**Cells by drive strength**

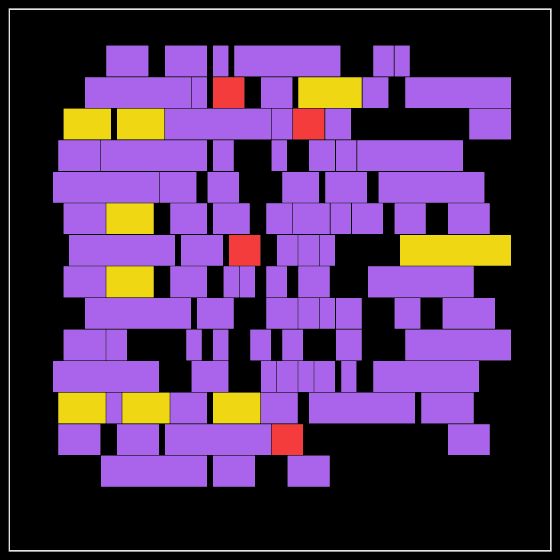
**Cell area per tile**

The bar under the picture is 10 um long. The die is cut into 9 by 9 equal tiles; dark blue is low, red is high, 0 to 100% covered.
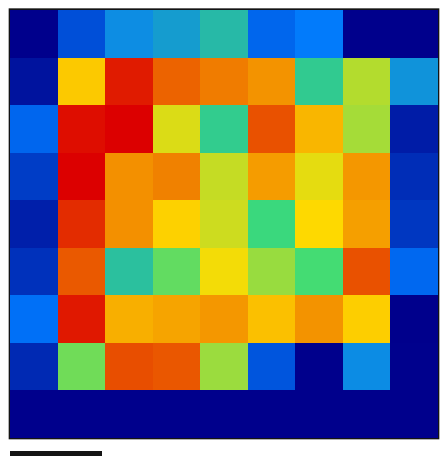
**Congestion heat map**

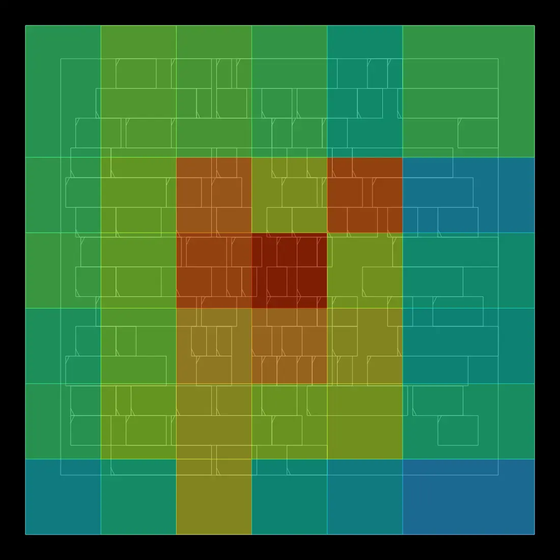
**Met2 routing**

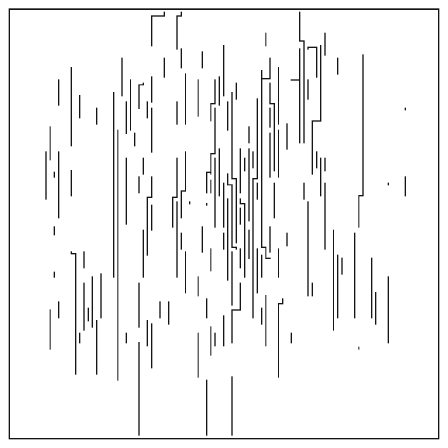
**M1 wires**

Cells faint in the background.
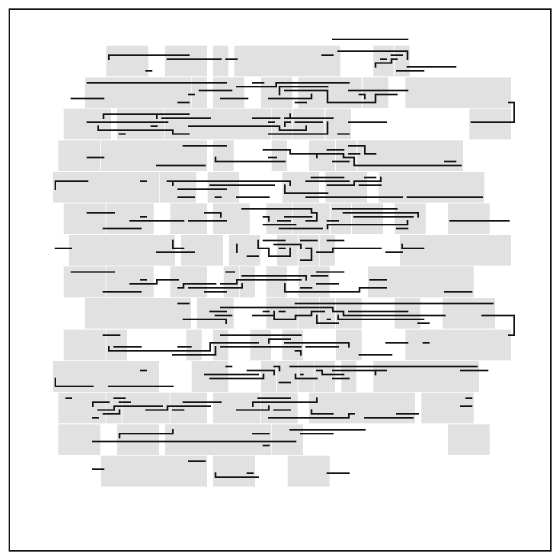
===== src/rtl/uart_tx_if.sv =====
// uart_tx_if: parallel request side and serial line of the frame transmitter
interface uart_tx_if #(parameter int DATA_WIDTH = 8);
  logic [DATA_WIDTH-1:0] P_DATA;
  logic Data_Valid;
  logic PAR_EN;
  logic PAR_TYP;
  logic TX_OUT;
  logic Busy;
  modport master (output P_DATA, Data_Valid, PAR_EN, PAR_TYP, input TX_OUT, Busy);
  modport slave (input P_DATA, Data_Valid, PAR_EN, PAR_TYP, output TX_OUT, Busy);
endinterface


===== src/rtl/uart_tx.sv =====
// uart_tx: latches a byte and shifts out start, data LSB first, optional parity, stop
module uart_tx #(parameter int DATA_WIDTH = 8) (
  input logic CLK,
  input logic RST,
  uart_tx_if.slave tx
);
  localparam int CW = DATA_WIDTH > 1 ? $clog2(DATA_WIDTH) : 1;
  typedef enum logic [2:0] {IDLE, START, DATA, PARITY, STOP} state_t;
  state_t state, state_nx;
  logic [DATA_WIDTH-1:0] data_r;
  logic [CW-1:0] cnt, cnt_nx;
  logic par_en_r, par_typ_r;
  logic tx_r, tx_nx, busy_r, busy_nx;
  logic accept;
  assign accept = state == IDLE && tx.Data_Valid;
  // state register; line outputs are flopped from next-state values so they change with the state
  always_ff @(posedge CLK or negedge RST) begin
    if (!RST) begin
      state <= IDLE;
      cnt <= '0;
      tx_r <= 1'b1;
      busy_r <= 1'b0;
    end else begin
      state <= state_nx;
      cnt <= cnt_nx;
      tx_r <= tx_nx;
      busy_r <= busy_nx;
    end
  end
  // frame contents are captured only on acceptance so later input changes cannot disturb the frame
  always_ff @(posedge CLK or negedge RST) begin
    if (!RST) begin
      data_r <= '0;
      par_en_r <= 1'b0;
      par_typ_r <= 1'b0;
    end else if (accept) begin
      data_r <= tx.P_DATA;
      par_en_r <= tx.PAR_EN;
      par_typ_r <= tx.PAR_TYP;
    end
  end
  // next-state: requests are only seen in IDLE, STOP always returns to IDLE
  always_comb begin
    state_nx = state;
    case (state)
      IDLE: state_nx = tx.Data_Valid ? START : IDLE;
      START: state_nx = DATA;
      DATA: state_nx = cnt != CW'(DATA_WIDTH - 1) ? DATA : par_en_r ? PARITY : STOP;
      PARITY: state_nx = STOP;
      default: state_nx = IDLE;
    endcase
  end
  // output decode for the coming cycle: bit index, line level and busy flag
  always_comb begin
    cnt_nx = state == DATA ? cnt + CW'(1) : '0;
    tx_nx = state_nx == START ? 1'b0 :
            state_nx == DATA ? data_r[cnt_nx] :
            state_nx == PARITY ? ^data_r ^ par_typ_r : 1'b1;
    busy_nx = state_nx != IDLE;
  end
  assign tx.TX_OUT = tx_r;
  assign tx.Busy = busy_r;
endmodule


===== src/flat_wrapper.sv =====
// flat-port wrapper written by rule: the top's interface ports become plain ports
module uart_tx_flat 
#(parameter int DATA_WIDTH = 8)
  (CLK, RST, tx_P_DATA, tx_Data_Valid, tx_PAR_EN, tx_PAR_TYP, tx_TX_OUT, tx_Busy);
  uart_tx_if #(.DATA_WIDTH(DATA_WIDTH)) tx_i ();
  input logic CLK;
  input logic RST;
  input wire logic [$bits(tx_i.P_DATA)-1:0] tx_P_DATA;
  input wire logic [$bits(tx_i.Data_Valid)-1:0] tx_Data_Valid;
  input wire logic [$bits(tx_i.PAR_EN)-1:0] tx_PAR_EN;
  input wire logic [$bits(tx_i.PAR_TYP)-1:0] tx_PAR_TYP;
  output wire logic [$bits(tx_i.TX_OUT)-1:0] tx_TX_OUT;
  output wire logic [$bits(tx_i.Busy)-1:0] tx_Busy;
  assign tx_i.P_DATA = tx_P_DATA;
  assign tx_i.Data_Valid = tx_Data_Valid;
  assign tx_i.PAR_EN = tx_PAR_EN;
  assign tx_i.PAR_TYP = tx_PAR_TYP;
  assign tx_TX_OUT = tx_i.TX_OUT;
  assign tx_Busy = tx_i.Busy;
  uart_tx #(.DATA_WIDTH(DATA_WIDTH)) u_core (.CLK(CLK), .RST(RST), .tx(tx_i));
endmodule

===== config.mk =====
export PLATFORM = sky130hd
export DESIGN_NAME = uart_tx_flat
export DESIGN_NICKNAME = d
export VERILOG_FILES = /design/src/rtl/uart_tx_if.sv /design/src/rtl/uart_tx.sv /design/src/flat_wrapper.sv
export SDC_FILE = /design/constraint.sdc
export NUM_CORES = 1
export LEC_CHECK = 0
export CAP_MARGIN = 20
export CORE_MARGIN = 3
export CORE_UTILIZATION = 54
export CTS_CLUSTER_SIZE = 30
export DETAILED_ROUTE_END_ITERATION = 10
export HOLD_SLACK_MARGIN = 0.02
export PLACE_DENSITY = 0.79
export SLEW_MARGIN = 10
export SYNTH_ARGS = -nofsm -noshare
export SYNTH_HDL_FRONTEND = slang
export SYNTH_SLANG_ARGS = --single-unit

===== constraint.sdc =====
create_clock -name CLK -period 5.45 [get_ports CLK]
set_input_delay 0.545 -clock CLK [delete_from_list [all_inputs] [get_ports CLK]]
set_output_delay 0.545 -clock CLK [all_outputs]
set_load 0.03 [all_outputs]

==> results.cfg <==
; flow metrics
[synth]
netlist.area_leader.share = 0.479
synth.cell_area_sq_um = 888
yosys-top-cells-area = dfrtp_1, mux2_2, xnor2_1
numSynthFlops = 18
async_flop_share = 1.00
ys_types = 28
synth_stat.cells = 82
yosys_area_sq_um = 888
avgSynthCellArea_sq_um = 10.8
ys_top_cells_by_count = dfrtp_1, mux2_2, xnor2_1, nand2_1
yosysMostFrequentCell = dfrtp_1
fp_nets = 97
edf_count = 0
postSynthSeqShare = 0.508
largest_area_cell = dfrtp_1
syn_inst = 82
yosysWarningCount = 0
ff_type = dfrtp_1

[timing]
timing_max_transition_violations_final = 0
skew_ns = 0.00789
fmax_mhz = 426
hold_slack_ns = 0.537
rsz0062_at_grt = no
post-route-min-period_ns = 2.35
finalCritPeriodShare = 0.431
finalSetupTns_ns = 0
slew_headroom = 0.483
tightest_slew_ns = 0.774
finalSetupViolations = 0
hold_violations = 0

[placement]
pre_cts_slack_ns = 2.89
place_inst = 109
port_buffers = 14
routabilityCongestion = 0.788
dp_hpwl_mm = 1.12
placed_area_sq_um = 1040

[grt]
antenna_found_initial = 0
grt_pass1_vias = 580
grt.overflow.total = 0
grt_pass1_wl_mm = 2.49
grt_start_max_net_pins = 19
grt_usage = 0.168

[pwr]
sequentialPowerShare = 0.412
vdd_ir_drop_max_uv = 304
switching_share = 0.369
pwr-share-comb = 0.478
clkPwrFrac = 0.109
intPower_mw = 0.387
seq_power_mw = 0.253
pg_clk_mw = 0.0671
p_total_mw = 0.613
p_leak_nw = 0.438
pg_comb_mw = 0.293
top_power_group = combinational cells
p_per_area_nw_per_um2 = 573
p_sw_mw = 0.226

[detailed_routing]
first_pass_iters = 2
vias_per_cell = 5.64
remaining_drc_errors = 0
finalWirelength_mm = 1.49
avgRoutedWirePerCell_um = 13.0
vias = 643
postRouteAntennaNets = 0
drt_first_iter_violations = 8

[clocking]
hold_buffers = 0
cts_resized = 0
clk_pin_slew_ns = 0.09
cts_post_setup_buffers_inserted = 0
clockBufferDepth = 2
cts.sinks = 18
tritoncts = built
worstSkewPairLatency_ns = 0.29
cts_buffers = 3
htreeDepth = 1
cts_root_buffer = clkbuf_4

[cells_and_area]
clockBufferCount = 4
regMostFlops = u_core.data_r
antenna_cells = 0
logic_gate_count = 56
clock_area_frac = 0.0246
seq_share = 0.422
final_cells = 114
comb_share = 0.379
largest_reg_flops = 8
final.fill_count = 131
largest_class = registers
inv_count = 5
regArea_sq_um = 452
top_regs = u_core.data_r x8, u_core.cnt x3, u_core.state x3
ff_count = 18
buffer_area_frac = 0.138
layout-drive-gt1-share = 0.133
fin_nets = 114
logic_area_sq_um = 405

[floorplanning]
die_area_sq_um = 2170
io_pins = 15
std_cell_rows = 14
initial_core_util = 0.583
die_w_um = 46.6
taps = 16
core-area_sq_um = 1520
die_height_um = 46.6

[worst_setup_path]
criticalPathCategory = reg2reg
critPathLaunchType = register
cp_max_fo = 8
startpoint = u_core.cnt[0]$_DFF_PN0_
reg2reg_from = u_core.cnt[0]$_DFF_PN0_
endpoint_kind = register
cp.required_ns = 5.66
worstPathArrival_ns = 2.56

[min_path]
hold_start = u_core.par_typ_r$_DFFE_PN0N_
hold_path_class = reg2reg

[run_status]
status = complete, no violations

[run]
tool_warnings = 26
drv_cap = 0
## Picture notes: 'cells by drive strength'
Key: red = x3 and x4 [cells 4, share 4.1%]; yellow = x2 [cells 9, share 9.2%]; purple = x1 and smaller [cells 85, share 87%]
Non-clk bufs: 15
worst path setup slack after routing: 3.10 ns
Final Cell Area: 1070 sq um
Area growth, synth to finish: 20.4%

## Picture notes: 'cell area per tile'
The emptiest ninth of the die: bottom right. The mean over all tiles is 48%. 19% of the tiles are nearly empty.

## Picture notes: 'congestion heat map'
M3 GR Usage: 0.0469
GRT Max-Usage Layer: met2
post-layout util: 0.702

## Picture notes: 'met2 routing'
The layer holds 47% of the routed length. The longest straight run is 27.2 um.

## Picture notes: 'M1 wires'
The wires run mostly horizontal. 96 nets have wire on it. The layer carries 699 um of wire. The layer holds 47% of the routed length. The longest straight run is 17.5 um.

-- layer usage --
| metal | track usage | share of wire | routed length [um] | up-vias |
|---|---|---|---|---|
| met5 | 0 | 0 | 0 | - |
| li1 | - | - | - | 315 |
| met1 | 0.195 | 0.47 | 699 | 311 |
| met4 | 0.102 | 0.023 | 34 | 0 |
| met2 | 0.272 | 0.47 | 693 | 12 |
| met3 | 0.0469 | 0.040 | 59 | 5 |
-- path summary, 6_finish.rpt --
check	to	slack, ns	cells past startpoint
worst max-delay path	u_core.tx.TX_OUT$_DFF_PN1_	3.10	7
worst max register to register	u_core.tx.TX_OUT$_DFF_PN1_	3.10	7
min in group asynchronous	u_core.state[1]$_DFF_PN0_	0.70	1
max in group asynchronous	u_core.data_r[7]$_DFFE_PN0N_	4.26	1
worst min-delay path	u_core.par_typ_r$_DFFE_PN0N_	0.54	1
worst min register to register	u_core.par_typ_r$_DFFE_PN0N_	0.54	1
-- cells in the final DEF, fill, tap and decap left out, types with 3 or more instances in the layout --
master           count
mux2_2               7
inv_1                5
nor3_1               3
xnor2_1              7
dfrtp_1             17
nand2_1              6
clkbuf_4             3
and2_1               3
clkdlybuf4s50_1     14
a21oi_1              3
o21ai_0              5
nand3_1              3
-- worst max-delay path: stages (launching register included) --
cell and delay (ns):
dfrtp_1 0.44, ha_1 0.22, ha_1 0.42, mux2i_1 0.23, nor2_1 0.05, or4_1 0.47, a221oi_1 0.30, o32ai_1 0.14
-- kinds of logic (layout without fill, tap and decap cells) --
kind of cell / count (synthesis) / in the layout / synth area share
simple gates: 25 / 25 / 0.161
flops: 18 / 18 / 0.508
compound gates: 13 / 13 / 0.0887
xor+xnor: 8 / 8 / 0.0789
mux: 8 / 8 / 0.100
buf+inv: 8 / 24 / 0.0352
fa+ha+maj: 2 / 2 / 0.0282
Power is estimated from default activity; no workload was simulated.
